### config.mk
export PLATFORM = sky130hd
export DESIGN_NAME = result_streamer
export DESIGN_NICKNAME = d
export VERILOG_FILES = /design/src/rtl/stream_pkg.sv /design/src/rtl/result_streamer.sv
export SDC_FILE = /design/constraint.sdc
export NUM_CORES = 1
export LEC_CHECK = 0
export CORE_ASPECT_RATIO = 1.75
export CORE_UTILIZATION = 40
export DETAILED_ROUTE_END_ITERATION = 7
export PLACE_DENSITY = 0.66
export SETUP_SLACK_MARGIN = 0.15
export SLEW_MARGIN = 30
export SYNTH_ARGS = -nofsm -noshare
export SYNTH_HDL_FRONTEND = slang
export SYNTH_SLANG_ARGS = --single-unit
### constraint.sdc
create_clock -name clk -period 4.6 [get_ports clk]
set_input_delay 0.46 -clock clk [delete_from_list [all_inputs] [get_ports clk]]
set_output_delay 0.46 -clock clk [all_outputs]
set_load 0.05 [all_outputs]
### src/rtl/stream_pkg.sv
// Shared definitions for the result streamer: FSM state encoding, frame header
// default and the bytes-per-element helper.
package stream_pkg;

    typedef enum logic [1:0] {
        IDLE  = 2'd0,
        SEND  = 2'd1,
        GUARD = 2'd2,
        WAIT  = 2'd3
    } state_t;

    localparam logic [7:0] HEADER_DEFAULT = 8'hA5;

    // Each element is 2*width bits, rounded up to whole bytes.
    function automatic int bytesPerElem(input int width);
        return (2 * width + 7) / 8;
    endfunction

endpackage

### src/rtl/result_streamer.sv
// Captures a result vector on request and streams it to a byte-wide UART
// transmitter as HEADER, element bytes (MSB first) and an XOR checksum.
module result_streamer
    import stream_pkg::*;
#(
    parameter int         N      = 8,
    parameter int         WIDTH  = 8,
    parameter logic [7:0] HEADER = HEADER_DEFAULT
) (
    input  logic                   clk,
    input  logic                   rst,
    input  logic                   load,
    input  logic [2*N*WIDTH-1:0]   result,
    output logic                   ready,
    output logic [7:0]             tx_data,
    output logic                   tx_start,
    input  logic                   tx_busy,
    output logic                   done
);

    localparam int EW        = 2 * WIDTH;
    localparam int BPE       = bytesPerElem(WIDTH);
    localparam int NDATA     = N * BPE;
    localparam int FRAME_LEN = NDATA + 2;
    localparam int IW        = $clog2(FRAME_LEN + 1);
    localparam int DW        = (NDATA > 1) ? $clog2(NDATA) : 1;

    state_t               state_q, state_d;
    logic [IW-1:0]        byteIdx_q, byteIdx_d;
    logic [7:0]           chk_q, chk_d;
    logic [7:0]           txData_q, txData_d;
    logic [2*N*WIDTH-1:0] result_q;

    logic [7:0]           dataBytes [NDATA];
    logic [7:0]           curByte;
    logic [IW-1:0]        dataIdx;
    logic                 isDataByte;

    // Capture register is deliberately unreset; it only matters after a load.
    always_ff @(posedge clk) begin
        if (ready && load) begin
            result_q <= result;
        end
    end

    always_ff @(posedge clk or posedge rst) begin
        if (rst) begin
            state_q   <= IDLE;
            byteIdx_q <= '0;
            chk_q     <= 8'h00;
            txData_q  <= 8'h00;
        end else begin
            state_q   <= state_d;
            byteIdx_q <= byteIdx_d;
            chk_q     <= chk_d;
            txData_q  <= txData_d;
        end
    end

    // Split each element into zero-extended bytes, most significant byte first.
    always_comb begin
        logic [BPE*8-1:0] padded;
        padded = '0;
        for (int e = 0; e < N; e++) begin
            padded         = '0;
            padded[EW-1:0] = result_q[e*EW +: EW];
            for (int b = 0; b < BPE; b++) begin
                dataBytes[e*BPE + b] = padded[(BPE-1-b)*8 +: 8];
            end
        end
    end

    assign dataIdx    = byteIdx_q - IW'(1);
    assign isDataByte = (byteIdx_q != '0) && (byteIdx_q != IW'(FRAME_LEN - 1));

    always_comb begin
        curByte = HEADER;
        if (byteIdx_q == IW'(FRAME_LEN - 1)) begin
            curByte = chk_q;
        end else if (byteIdx_q != '0) begin
            curByte = dataBytes[dataIdx[DW-1:0]];
        end
    end

    // The new byte appears on tx_data exactly with its start pulse and is then held.
    assign tx_data = tx_start ? curByte : txData_q;

    always_comb begin
        state_d   = state_q;
        byteIdx_d = byteIdx_q;
        chk_d     = chk_q;
        txData_d  = txData_q;
        tx_start  = 1'b0;
        done      = 1'b0;
        ready     = 1'b0;
        case (state_q)
            IDLE: begin
                ready = 1'b1;
                if (load) begin
                    state_d   = SEND;
                    byteIdx_d = '0;
                    chk_d     = 8'h00;
                end
            end
            SEND: begin
                if (!tx_busy) begin
                    tx_start  = 1'b1;
                    txData_d  = curByte;
                    byteIdx_d = byteIdx_q + IW'(1);
                    if (isDataByte) begin
                        chk_d = chk_q ^ curByte;
                    end
                    state_d = GUARD;
                end
            end
            // Busy is ignored here: the transmitter raises it one cycle late.
            GUARD: begin
                state_d = WAIT;
            end
            WAIT: begin
                if (!tx_busy) begin
                    if (byteIdx_q == IW'(FRAME_LEN)) begin
                        state_d = IDLE;
                        done    = 1'b1;
                    end else begin
                        state_d = SEND;
                    end
                end
            end
            default: begin
                state_d = IDLE;
            end
        endcase
    end

endmodule

==> run notes <==
impl run done, here's what came out: Post-synth regs=151, final setup fails=0, cts hold-fix bufs=0, largest area contributor in the netlist=edfxtp_1, post-synthesis cell count=380, Final ANT Viol Nets=0, core area=15,460 um2, Rel. slew slack=45.12%, Hold Violations, Final=0, sequential-to-total area share from yosys stat=69.55%, CTS sink cnt=151, largest net degree at the start of global routing=92, worst vdd ir=0.0002542 V, ant diodes=0, r2r startpoint=byteIdx_q[1]$_DFFE_PP0P_, Port Buffer Count=142, Vias/cell=5.385, Unique cell types=43, synthesis area per yosys=6354 um2, post-route clock period utilization=89.37%, synth-to-layout area growth=35.09%, r2r worst-path depth=8, gr ovfl total=0, crit path DAT=3.65 ns, Fmax=243.2 MHz, pwr dens=674.1 nW/um2, Routed WL=14,100 um, Die H=168.7 um, Largest stage delay, worst path=0.85 ns, worst setup path class=reg2out, per-cell routed wire length=19.37 um, Crit path max-delay family=buffers and inverters, worst path cell trace=buf_4 > nor4_4 > or2_1 > a211oi_1 > a211o_1 > a21oi_1 > clkdlybuf4s50_1, DRC violations left=0, CP Max Fanout=38, Top cell area share=60.50%, chip area=16,410 um2, synthesized cell area=6354 um2, CTS tree=done, TritonCTS buffer count=17, GRT Util Overall=17.85%, R2R setup slack=1.49 ns, NumNets Final=669, count leader, synth=edfxtp_1, outcome=complete, no violations, clock transition at the registers of the reported paths=0.07 ns, DP HPWL=10,370 um, post-CTS setup repair buffer count=0, maxcap violations=0, setup TNS=0 ns, Max Slew Vio Count=0, Max Buffers Root-to-Sink=2, htree depth=4, # Cells Yosys=380, critical path data required time=4.14 ns, share of layout cells above drive strength 1=14.21%, first-pass GRT wire length=21,880 um, top_reg_cell synth=edfxtp_1, yosys warns=0, I/O pins=143, post-cts sizing count=0, Rows=60, top cells by count=edfxtp_1 (128), dfrtp_1 (23), nor2_1 (21), Tmin final=4.111 ns, fin area=8583 um2, Root Driver=clkbuf_16, fp_density=41.08%, tool warnings=32, die width=97.27 um, Post-DP Area=7986 um2, Worst-Margin Slew=0.8178 ns, clk_lat worst skew=0.42 ns, largest cells by area after synthesis=edfxtp_1 (60%), dfrtp_1 (9.1%), mux4_2 (6.4%), mux4_1 (2.5%), ha_1 (1.6%), Setup crit start kind=flop, Pleak=3.012 nW, EDFF count, synth=128, initial antenna violation count=0, first-pass detailed-route iteration total=5, crit path capture type=output pin, RSZ-0062 raised after global routing=no, Post-Syn Area per Cell=16.72 um2, routed vias=3,920, ys async rst share=15.23%, Worst Skew=0.005156 ns, FF-to-FF End=txData_q[0]$_DFFE_PP0P_, Synthesized Nets=520, number of global-route vias before repair=4,178, Crit-path slowest cell=clkdlybuf4s50_1, Hold Crit Class=in2async, CP bufs+invs=2, GP Congestion=0.8610, initial drt markers=228
-- worst max-delay path by stage --
stage / from / to / slack [ns] / cells after the start
2_1_floorplan: state_q[0]$_DFFE_PP0P_ / result_q[0]$_DFFE_PP_ / 0.45 / 4
3_3_place_gp: byteIdx_q[0]$_DFFE_PP0P_ / tx_data[3] / 0.87 / 7
3_5_place_dp: byteIdx_q[1]$_DFFE_PP0P_ / tx_data[5] / 0.73 / 9
4_1_cts: byteIdx_q[1]$_DFFE_PP0P_ / tx_data[5] / 0.26 / 9
5_1_grt: byteIdx_q[0]$_DFFE_PP0P_ / tx_data[3] / 0.29 / 7
6_report: byteIdx_q[0]$_DFFE_PP0P_ / tx_data[3] / 0.49 / 7
-- power by group --
group / switching [W] / total (W) / internal, W
clock network: 0.000617 / 0.00134 / 0.000725
logic: 0.00148 / 0.00253 / 0.00106
registers: 0.000114 / 0.00191 / 0.00180
total: 0.00221 / 0.00579 / 0.00358
-- registers in the layout, summed over array words and instances, names as in the netlist --
register   count
byteIdx_q      5
state_q        2
chk_q          8
txData_q       8
result_q     128
-- cells in the final DEF, fill, tap and decap left out, types with 3 or more instances in the layout --
cell type | Yosys | routed
nor2_1 | 21 | 21
inv_1 | 12 | 10
ha_1 | 8 | 7
a221oi_1 | 4 | 4
mux4_2 | 18 | 18
o21ai_0 | 13 | 12
nand2_1 | 16 | 16
clkbuf_16 | 0 | 17
a2111oi_0 | 8 | 8
clkdlybuf4s50_1 | 0 | 138
or3_1 | 4 | 4
a21oi_1 | 15 | 15
nand3_1 | 3 | 3
nor2b_1 | 13 | 13
mux4_1 | 6 | 6
a211oi_1 | 5 | 5
buf_4 | 2 | 7
mux2i_1 | 9 | 9
o31ai_1 | 4 | 4
and2_1 | 4 | 4
a211o_1 | 4 | 4
mux2_2 | 4 | 4
a2111oi_1 | 5 | 5
xor2_1 | 4 | 3
buf_12 | 1 | 4
inv_6 | 0 | 8
dfrtp_1 | 23 | 22
edfxtp_1 | 128 | 128
inv_8 | 0 | 5
o32ai_1 | 8 | 8
-- per-layer routing --
metal,vias up,global-route usage [%],wire (um)
met2,113,33.80,8195
met4,0,8.312,431
met1,1963,18.59,5036
met5,-,0,0
met3,24,3.799,439
li1,1820,-,-
-- area by class of cell --
class | instances | area (um2)
flip-flops and latches | 151 | 4420
inverters | 13 | 53.80
repair buffers | 149 | 1514
well taps | 186 | 232.7
clock buffers | 17 | 425.4
clock inverters | 15 | 148.9
fillers | 1254 | 6882
multi-input cells | 197 | 1788
-- stage by stage --
stage	utilization [%]	setup WS (ns)	power [W]	hold slack, ns	instances
after floorplan	-	0.4451	0.003715	0.4619	380
after global placement	51.63	0.8709	0.004380	0.5463	696
after detailed placement	51.64	0.7259	0.004446	0.5591	696
after CTS	55.36	0.2633	0.005798	0.5514	728
after global routing	55.50	0.2858	0.006099	0.4190	728
final	55.50	0.4888	0.005786	0.3818	728
-- cell families after synthesis --
kind of cell	share of synthesized area, %
AND-OR/OR-AND	8.173
XOR/XNOR	0.8074
adder cells (fa/ha/maj)	1.575
buffers and inverters	2.816
flip-flops	69.55
multiplexers	10.99
AND/OR/NAND/NOR	6.085
### The metal 1 layer

Bar = 20 um.
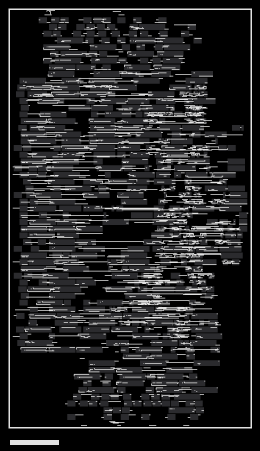
The layer carries 5,040 um of wire. 595 nets have wire on it. The wires run mostly horizontal.

### M2 wires

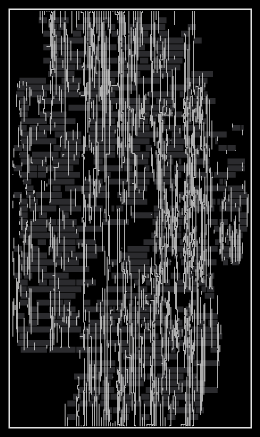
The wires run mostly vertical. The layer holds 58% of the routed length.

Power is estimated from default activity; no workload was simulated.
